**Run 1: cell sizes after repair**

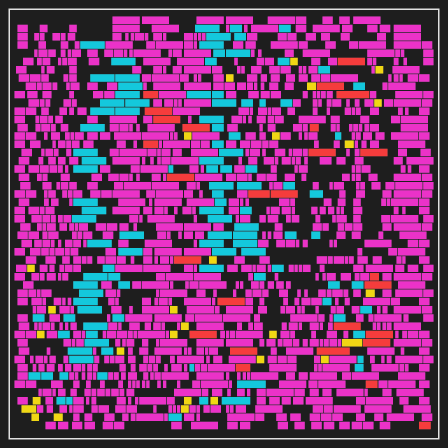
**Run 1: cell classes on the final placement**

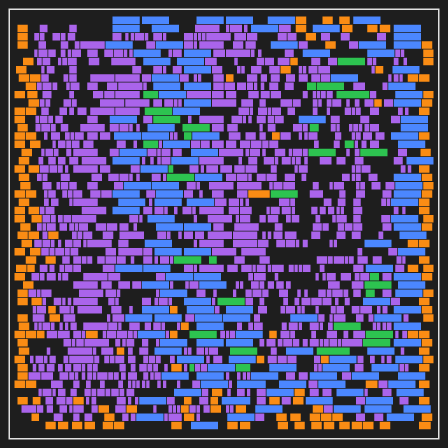
**Run 1: local utilization**

The die is cut into 14 by 14 equal tiles; black is low, pale yellow is high, 0 to 100% covered.
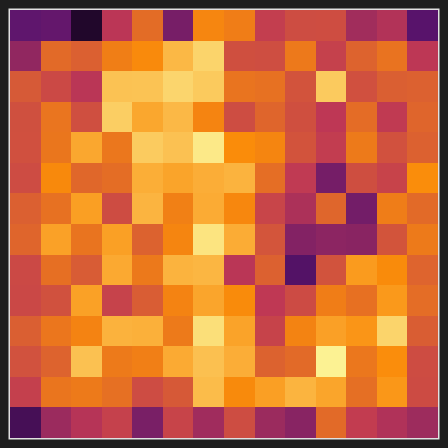
**Run 1: sequential cells grouped by signal name**

Other sequential cells in the stronger gray, the rest of the logic in the fainter gray.
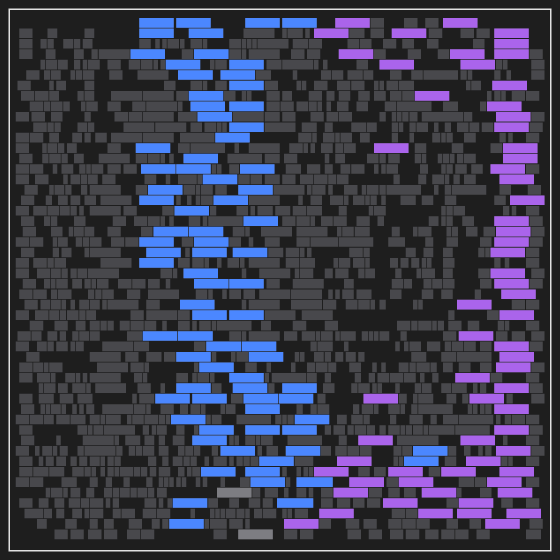
==> config.mk <==
export PLATFORM = sky130hd
export DESIGN_NAME = ysyx_2022040010_shift_pipe_flat
export DESIGN_NICKNAME = d
export VERILOG_FILES = /design/src/rtl/ysyx_2022040010_shift_pipe_if.sv /design/src/rtl/ysyx_2022040010_shift_pipe.sv /design/src/flat_wrapper.sv
export SDC_FILE = /design/constraint.sdc
export NUM_CORES = 1
export LEC_CHECK = 0
export CAP_MARGIN = 30
export CORE_UTILIZATION = 58
export DETAILED_ROUTE_END_ITERATION = 8
export PLACE_DENSITY_LB_ADDON = 0.15
export SETUP_SLACK_MARGIN = 0.4
export SYNTH_ARGS = -nofsm -noshare
export SYNTH_HDL_FRONTEND = slang
export SYNTH_SLANG_ARGS = --single-unit
==> constraint.sdc <==
create_clock -name clk -period 6.07 [get_ports clk]
set_input_delay 0.9105 -clock clk [delete_from_list [all_inputs] [get_ports clk]]
set_output_delay 0.9105 -clock clk [all_outputs]
set_load 0.02 [all_outputs]
==> metrics.csv, run 1 <==
stage,metric,value,unit
critical_path,cells on worst reg2reg path,5,
global_routing,vias in the first global route,9845,
critical_path,crit-path max FO,56,
final_timing,unrepaired setup endpoints after global routing,no,
placed_design,dpl cell area,12500,µm²
global_routing,initial antenna violation count,0,
synthesis,"Cell Area, Synth",11200,µm²
global_routing,largest net degree at the start of global routing,82,
final_timing,Clock Skews,0.0131,ns
min_path,hold path cells,2,
final_timing,setup_tns,0,ns
final_timing,Slew headroom,0.267,
clock_network,CTS tree,done,
synthesis,"EDFF count, synth",0,
final_layout,Ant. Diodes,0,
final_layout,most used logic cell in the final layout,nand2_1,
final_timing,Fmax achieved,268,MHz
placed_design,placed cells,1466,
route,routed length on met3,2780,µm
synthesis,yosys stat chip area,11200,µm²
placed_design,"worst slack, placed",1.95,ns
critical_path,Required @ worst endpoint,6.34,ns
floorplanning,chip area,19800,µm²
global_routing,met1 track demand over resource,0.502,
job,count of tool warnings,84,
route,M1 wire length,14900,µm
final_timing,final setup vio count,0,
clock_network,Clock transition at path regs,0.06,ns
clock_network,H-tree levels,4,
global_routing,gr busiest metal,met2,
synthesis,Cell area leaders,"dfrtp_1 (33%), mux4_2 (10%), o221ai_1 (6.6%)",
global_routing,Global Route Usage Sum,0.371,
route,DR WL met2,16600,µm
final_layout,Largest register FFs,79,
pwr,PwrDens,306,nW/µm²
final_layout,FILL cells,1490,
final_layout,"commonest non-fill, non-tap cells in the layout","nand2_1 (182), dfrtp_1 (143), clkdlybuf4s50_1 (142)",
route,DR vias,10800,
clock_network,Post-CTS Setup Inserts,0,
clock_network,post-CTS sizing,0,
synthesis,Synth Seq Share,0.325,
synthesis,Synth async-reset ratio,1.00,
critical_path,Crit Path Class,in -> reg,
synthesis,cell type with the largest total area,dfrtp_1,
min_path,Hold Crit Class,reg -> reg,
global_routing,first-pass GRT wire length,56900,µm
final_timing,minimum clock period,3.73,ns
synthesis,gate count after technology mapping,1203,
route,"antenna viol nets, final",0,
clock_network,Longest Clk Path Bufs,2,
clock_network,clock sinks,145,
critical_path,CP endpoint kind,flop,
clock_network,TritonCTS Buffers,17,
final_timing,max-slew violation count,0,
floorplanning,IO Count,203,
synthesis,top-area cell type share of the netlist area,0.325,
critical_path,crit path DAT,4.00,ns
route,drt drc,0,
synthesis,Mean Syn Cell Area,9.28,µm²
synthesis,# Cells Yosys,1203,
synthesis,synth unique cells,66,
synthesis,"Registers, synthesis",145,
route,final wirelength,36300,µm
placed_design,Final GP Congestion,0.979,
run_status,outcome,completed,
final_timing,final hold viol count,0,
floorplanning,Die X,141,µm
pwr,leakage power,5.25,nW
final_timing,Tcrit/Tclk final,0.614,
route,first drt pass iteration count,6,
clock_network,clk_lat worst skew,0.43,ns
clock_network,root buffer cell,clkbuf_16,
critical_path,R2R setup slack,2.83,ns
final_layout,fin cells,1497,
synthesis,Mapped Nets,1340,
placed_design,# port buffers,144,
final_layout,share of cells above drive strength 1,0.128,
global_routing,met3 Track Usage GR,0.0564,
route,Max Used Layer,met4,
floorplanning,FP Rows,50,
synthesis,yosys warning tally,0,
floorplanning,Die H,141,µm
global_routing,met2 usage,0.580,
Notes on 'cell sizes after repair' above:
- cyan: drive 2 (cells 107; share 8.5%)
- magenta: drive 1 or less (cells 1101; share 87%)
- red: drive 6 and up (cells 27; share 2.1%)
- yellow: drive 3 to 4 (cells 28; share 2.2%)
cell area after layout: 13100 µm²
count of plain and timing-repair buffers: 166
Layout area overhead: 17.2%
final worst setup slack: 2.34 ns

Notes on 'cell classes on the final placement' above:
- orange: other buffers and delay cells (cells 166; share of their area 13%)
- blue: flops (cells 145; share of their area 28%)
- green: clock drivers and dummy loads (cells 31; share of their area 4.7%)
- purple: all other logic (cells 921; share of their area 54%)
Core Util, Final: 0.697
core area: 18800 µm²

Notes on 'local utilization' above:
- tiles over 75% full: 26%
- mean over tiles: 65%
- fullest tile: 97%
Core Util at FP: 0.595

Notes on 'sequential cells grouped by signal name' above:
- blue: u_core.g_stage.e_q (sequential cells 79)
- purple: u_core.bus.out_data (sequential cells 64)
sequential power: 1.36 mW
Seq/total area: 0.278

run 1: final cells by class:
class / count / area, µm² / share of cell area
timing repair buffer: 166 / 1630 / 0.124
clock buffer: 20 / 467 / 0.0357
clock inverter: 11 / 129 / 0.00985
sequential: 145 / 3630 / 0.278
tap: 234 / 293 / 0.0224
multi-input combinational: 903 / 6870 / 0.525
inverter: 18 / 67.6 / 0.00517
run 1: stage by stage:
stage / hold slack (ns) / power (mW)
3_5_place_dp: 0.469 / 2.92
6_report: 0.474 / 4.01
3_3_place_gp: 0.462 / 2.90
4_1_cts: 0.482 / 3.98
2_1_floorplan: 0.444 / 2.30
5_1_grt: 0.493 / 4.16
run 1: cells in the mapped netlist, types with 10 or more instances:
cell / count
a21oi_1: 74
clkbuf_1: 90
mux2i_1: 62
a32oi_1: 19
o21ai_0: 64
nor3b_1: 23
inv_1: 18
a211oi_1: 25
and2_1: 12
mux4_2: 50
buf_2: 21
o221ai_1: 84
a22o_1: 47
buf_4: 14
a21o_1: 10
dfrtp_1: 145
nor2_1: 48
nand3b_1: 10
mux2_2: 24
nor2b_1: 10
nand2_1: 182
o221a_2: 10
run 1: critical path, cell delays in order:
cell             delay [ns]
clkdlybuf4s50_1        0.92
nand2b_2               0.72
a211oi_1               0.85
mux4_2                 0.42
o221ai_1               0.14
run 1: cell families (layout without fill, tap and decap cells):
| logic type | after synthesis | count (layout) | synth area share |
|---|---|---|---|
| simple gates | 327 | 327 | 0.136 |
| mux | 136 | 136 | 0.181 |
| compound gates | 440 | 440 | 0.296 |
| flops | 145 | 145 | 0.325 |
| buf+inv | 155 | 215 | 0.0620 |
run 1: power by group:
group	switching, mW	leakage [nW]	internal (mW)
logic	0.864	3.11	0.722
clock network	0.423	0.289	0.638
registers	0.205	1.86	1.16
==> run 1 -> run 2 <==
CORE_UTILIZATION = 54   (was 58)
clock period = 3.83 ns   (was 6.07 ns; I/O delays follow)
**Run 2: cell sizes after repair**

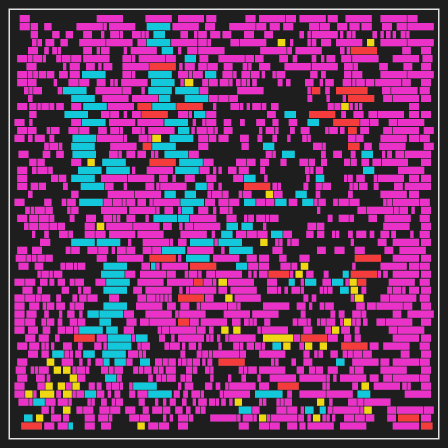
- cyan: drive 2 (cells 106; share 8.3%)
- magenta: drive 1 or less (cells 1100; share 86%)
- red: drive 6 and up (cells 32; share 2.5%)
- yellow: drive 3 to 4 (cells 43; share 3.4%)
cell area after layout: 13300 µm²
Layout area overhead: 19.0%
final worst setup slack: 0.586 ns
count of plain and timing-repair buffers: 183

**Run 2: local utilization**

The die is cut into 15 by 15 equal tiles; black is low, pale yellow is high, 0 to 100% covered.
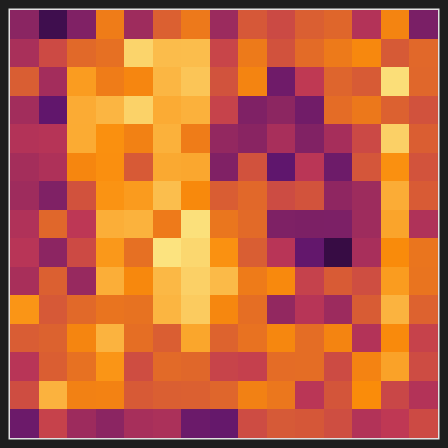
- fullest tile: 94%
- densest ninth of the die: center
- tiles over 75% full: 20%
- mean over tiles: 61%
core area: 20200 µm²
Core Util, Final: 0.656
Core Util at FP: 0.551

==> run 2 against run 1 <==
  * Final cell count increased by 3.7%
  * Critical path depth increased by 1
  * Synthesized cell count unchanged
  * Critical endpoint is now u_core.bus.out_data[10]
==> metrics.csv, run 2 <==
stage,metric,value,unit,change
floorplanning,FP Rows,52,,was 50
clock_network,post-CTS sizing,0,,unchanged
final_timing,Tcrit/Tclk final,0.847,,
final_layout,most used logic cell in the final layout,nand2_1,,unchanged
route,first drt pass iteration count,8,,was 6
synthesis,Synth async-reset ratio,1.00,,unchanged
final_timing,setup_tns,0,ns,unchanged
pwr,PwrDens,481,nW/µm²,was 306 nW/µm²
critical_path,cells on worst reg2reg path,6,,was 5
synthesis,"Adder Share, Synth",0,,unchanged
final_timing,final hold viol count,0,,unchanged
synthesis,"Cell Area, Synth",11200,µm²,unchanged
clock_network,root buffer cell,clkbuf_16,,unchanged
synthesis,synth cell count leaders,"nand2_1 (182), dfrtp_1 (145), clkbuf_1 (90), o221ai_1 (84), a21oi_1 (74)",,unchanged
synthesis,# Cells Yosys,1203,,unchanged
clock_network,Clock transition at path regs,0.07,ns,was 0.06 ns
clock_network,clk_lat worst skew,0.45,ns,was 0.43 ns
synthesis,synth unique cells,66,,unchanged
pwr,sw power,2.46,mW,was 1.49 mW
global_routing,largest net degree at the start of global routing,84,,was 82
route,"antenna viol nets, final",0,,unchanged
critical_path,Required @ worst endpoint,4.14,ns,was 6.34 ns
clock_network,Longest Clk Path Bufs,2,,unchanged
final_layout,share of cells above drive strength 1,0.141,,was 0.128
final_timing,max-slew violation count,0,,unchanged
pwr,leakage power,5.35,nW,was 5.25 nW
clock_network,TritonCTS Buffers,17,,unchanged
placed_design,dpl cell area,12700,µm²,was 12500 µm²
synthesis,aoi/oai-family share of the synthesized area,0.296,,unchanged
floorplanning,Die X,146,µm,was 141 µm
global_routing,initial antenna violation count,1,,was 0
final_layout,area occupied by multi-input gates,6860,µm²,was 6870 µm²
final_layout,FILL cells,1686,,was 1490
critical_path,crit-path max FO,50,,was 56
synthesis,Cell area leaders,"dfrtp_1 (33%), mux4_2 (10%), o221ai_1 (6.6%)",,unchanged
placed_design,Final GP Congestion,0.985,,was 0.979
route,DR vias,10900,,was 10800
route,drt drc,0,,unchanged
floorplanning,Die H,146,µm,was 141 µm
clock_network,Post-CTS Setup Inserts,0,,unchanged
placed_design,"worst slack, placed",0.696,ns,was 1.95 ns
final_layout,"commonest non-fill, non-tap cells in the layout","nand2_1 (182), dfrtp_1 (143), clkdlybuf4s50_1 (141)",,"was nand2_1 (182), dfrtp_1 (143), clkdlybuf4s50_1 (142)"
pwr,Switching Fraction,0.385,,was 0.372
synthesis,yosys warning tally,0,,unchanged
critical_path,R2R setup slack,0.59,ns,was 2.83 ns
pwr,Clock Power Share,0.261,,was 0.265
global_routing,Global Route Usage Sum,0.374,,was 0.371
clock_network,clock sinks,145,,unchanged
final_layout,FF/Latch Area,3630,µm²,about the same
final_timing,Fmax achieved,308,MHz,
final_timing,minimum clock period,3.24,ns,
final_timing,Clock Skews,0.0154,ns,was 0.0131 ns
final_timing,Slew headroom,0.268,,was 0.267
floorplanning,chip area,21200,µm²,was 19800 µm²
clock_network,CTS tree,done,,unchanged
route,final wirelength,39400,µm,was 36300 µm
global_routing,vias in the first global route,10300,,was 9845
synthesis,Synth Seq Share,0.325,,unchanged
placed_design,# port buffers,144,,unchanged
synthesis,Mapped Nets,1340,,unchanged
pwr,combinational cell fraction of total power,0.401,,was 0.396
global_routing,first-pass GRT wire length,61000,µm,was 56900 µm
synthesis,Synth mux share,0.181,,unchanged
min_path,Hold Crit Class,in -> async,,was reg -> reg
run_status,outcome,completed,,unchanged
synthesis,Synth Area in Simple Gates,0.136,,unchanged
job,count of tool warnings,84,,unchanged
synthesis,Mean Syn Cell Area,9.28,µm²,unchanged
pwr,P_int,3.93,mW,was 2.51 mW
pwr,Seq pwr share,0.338,,was 0.340
synthesis,"Registers, synthesis",145,,unchanged
final_timing,final setup vio count,0,,unchanged
critical_path,CP endpoint kind,flop,,unchanged
synthesis,gate count after technology mapping,1203,,unchanged
synthesis,top-area cell type share of the netlist area,0.325,,unchanged
synthesis,xor+xnor area frac,0,,unchanged
final_layout,Largest register FFs,79,,unchanged
synthesis,yosys stat chip area,11200,µm²,unchanged
synthesis,"EDFF count, synth",0,,unchanged
critical_path,crit path DAT,3.55,ns,was 4.00 ns
synthesis,Top non-seq family,AND-OR/OR-AND gates,,unchanged
critical_path,Crit Path Class,reg -> reg,,was in -> reg
placed_design,post-DP HPWL,29300,µm,was 26600 µm
final_timing,Hold Slack,0.163,ns,was 0.474 ns
run 2: cell counts after synthesis:
Identical to the previous run, type by type.
run 2: cell type report:
cell class	instances	share of cell area
flip-flops and latches	145	0.274
diodes	2	0.000377
multi-input cells	903	0.517
well taps	270	0.0254
inverters	18	0.00509
repair buffers	183	0.135
clock inverters	14	0.0108
clock buffers	18	0.0331
run 2: worst max-delay path: stages, from the launching register on:
cell       delay, ns
dfrtp_4         0.93
nor2b_2         0.30
a2bb2oi_1       0.42
mux2i_1         0.18
a2111oi_0       0.98
buf_4           0.23
o21ai_0         0.07
run 2: power by group through the flow:
stage               Combinational, mW  Clock, mW  Sequential, mW
floorplan                        1.42          0            2.23
finish                           2.56       1.67            2.16
CTS                              2.53       1.67            2.15
detailed placement               2.51          0            2.18
global placement                 2.49          0            2.17
global route                     2.71       1.74            2.19
run 2: kinds of logic (layout without fill, tap and decap cells):
group,after synthesis,in the layout
compound gates,440,440
buf+inv,155,233
flops,145,145
mux,136,136
other cells,0,2
simple gates,327,327
run 2: metrics by stage:
stage	std cells	power [mW]
after floorplan	1203	3.65
after global placement	1519	4.66
after detailed placement	1519	4.69
after CTS	1551	6.35
after global routing	1553	6.64
final	1553	6.39
run 2: routing by layer:
layer / vias to the layer above / routed length (µm) / track usage
met2: 648 / 18600 / 0.595
met1: 5310 / 16000 / 0.495
met4: 0 / 1930 / 0.186
li1: 4842 / - / -
met5: - / 0 / 0
met3: 104 / 2870 / 0.0624
Power and IR drop assume default switching activity.
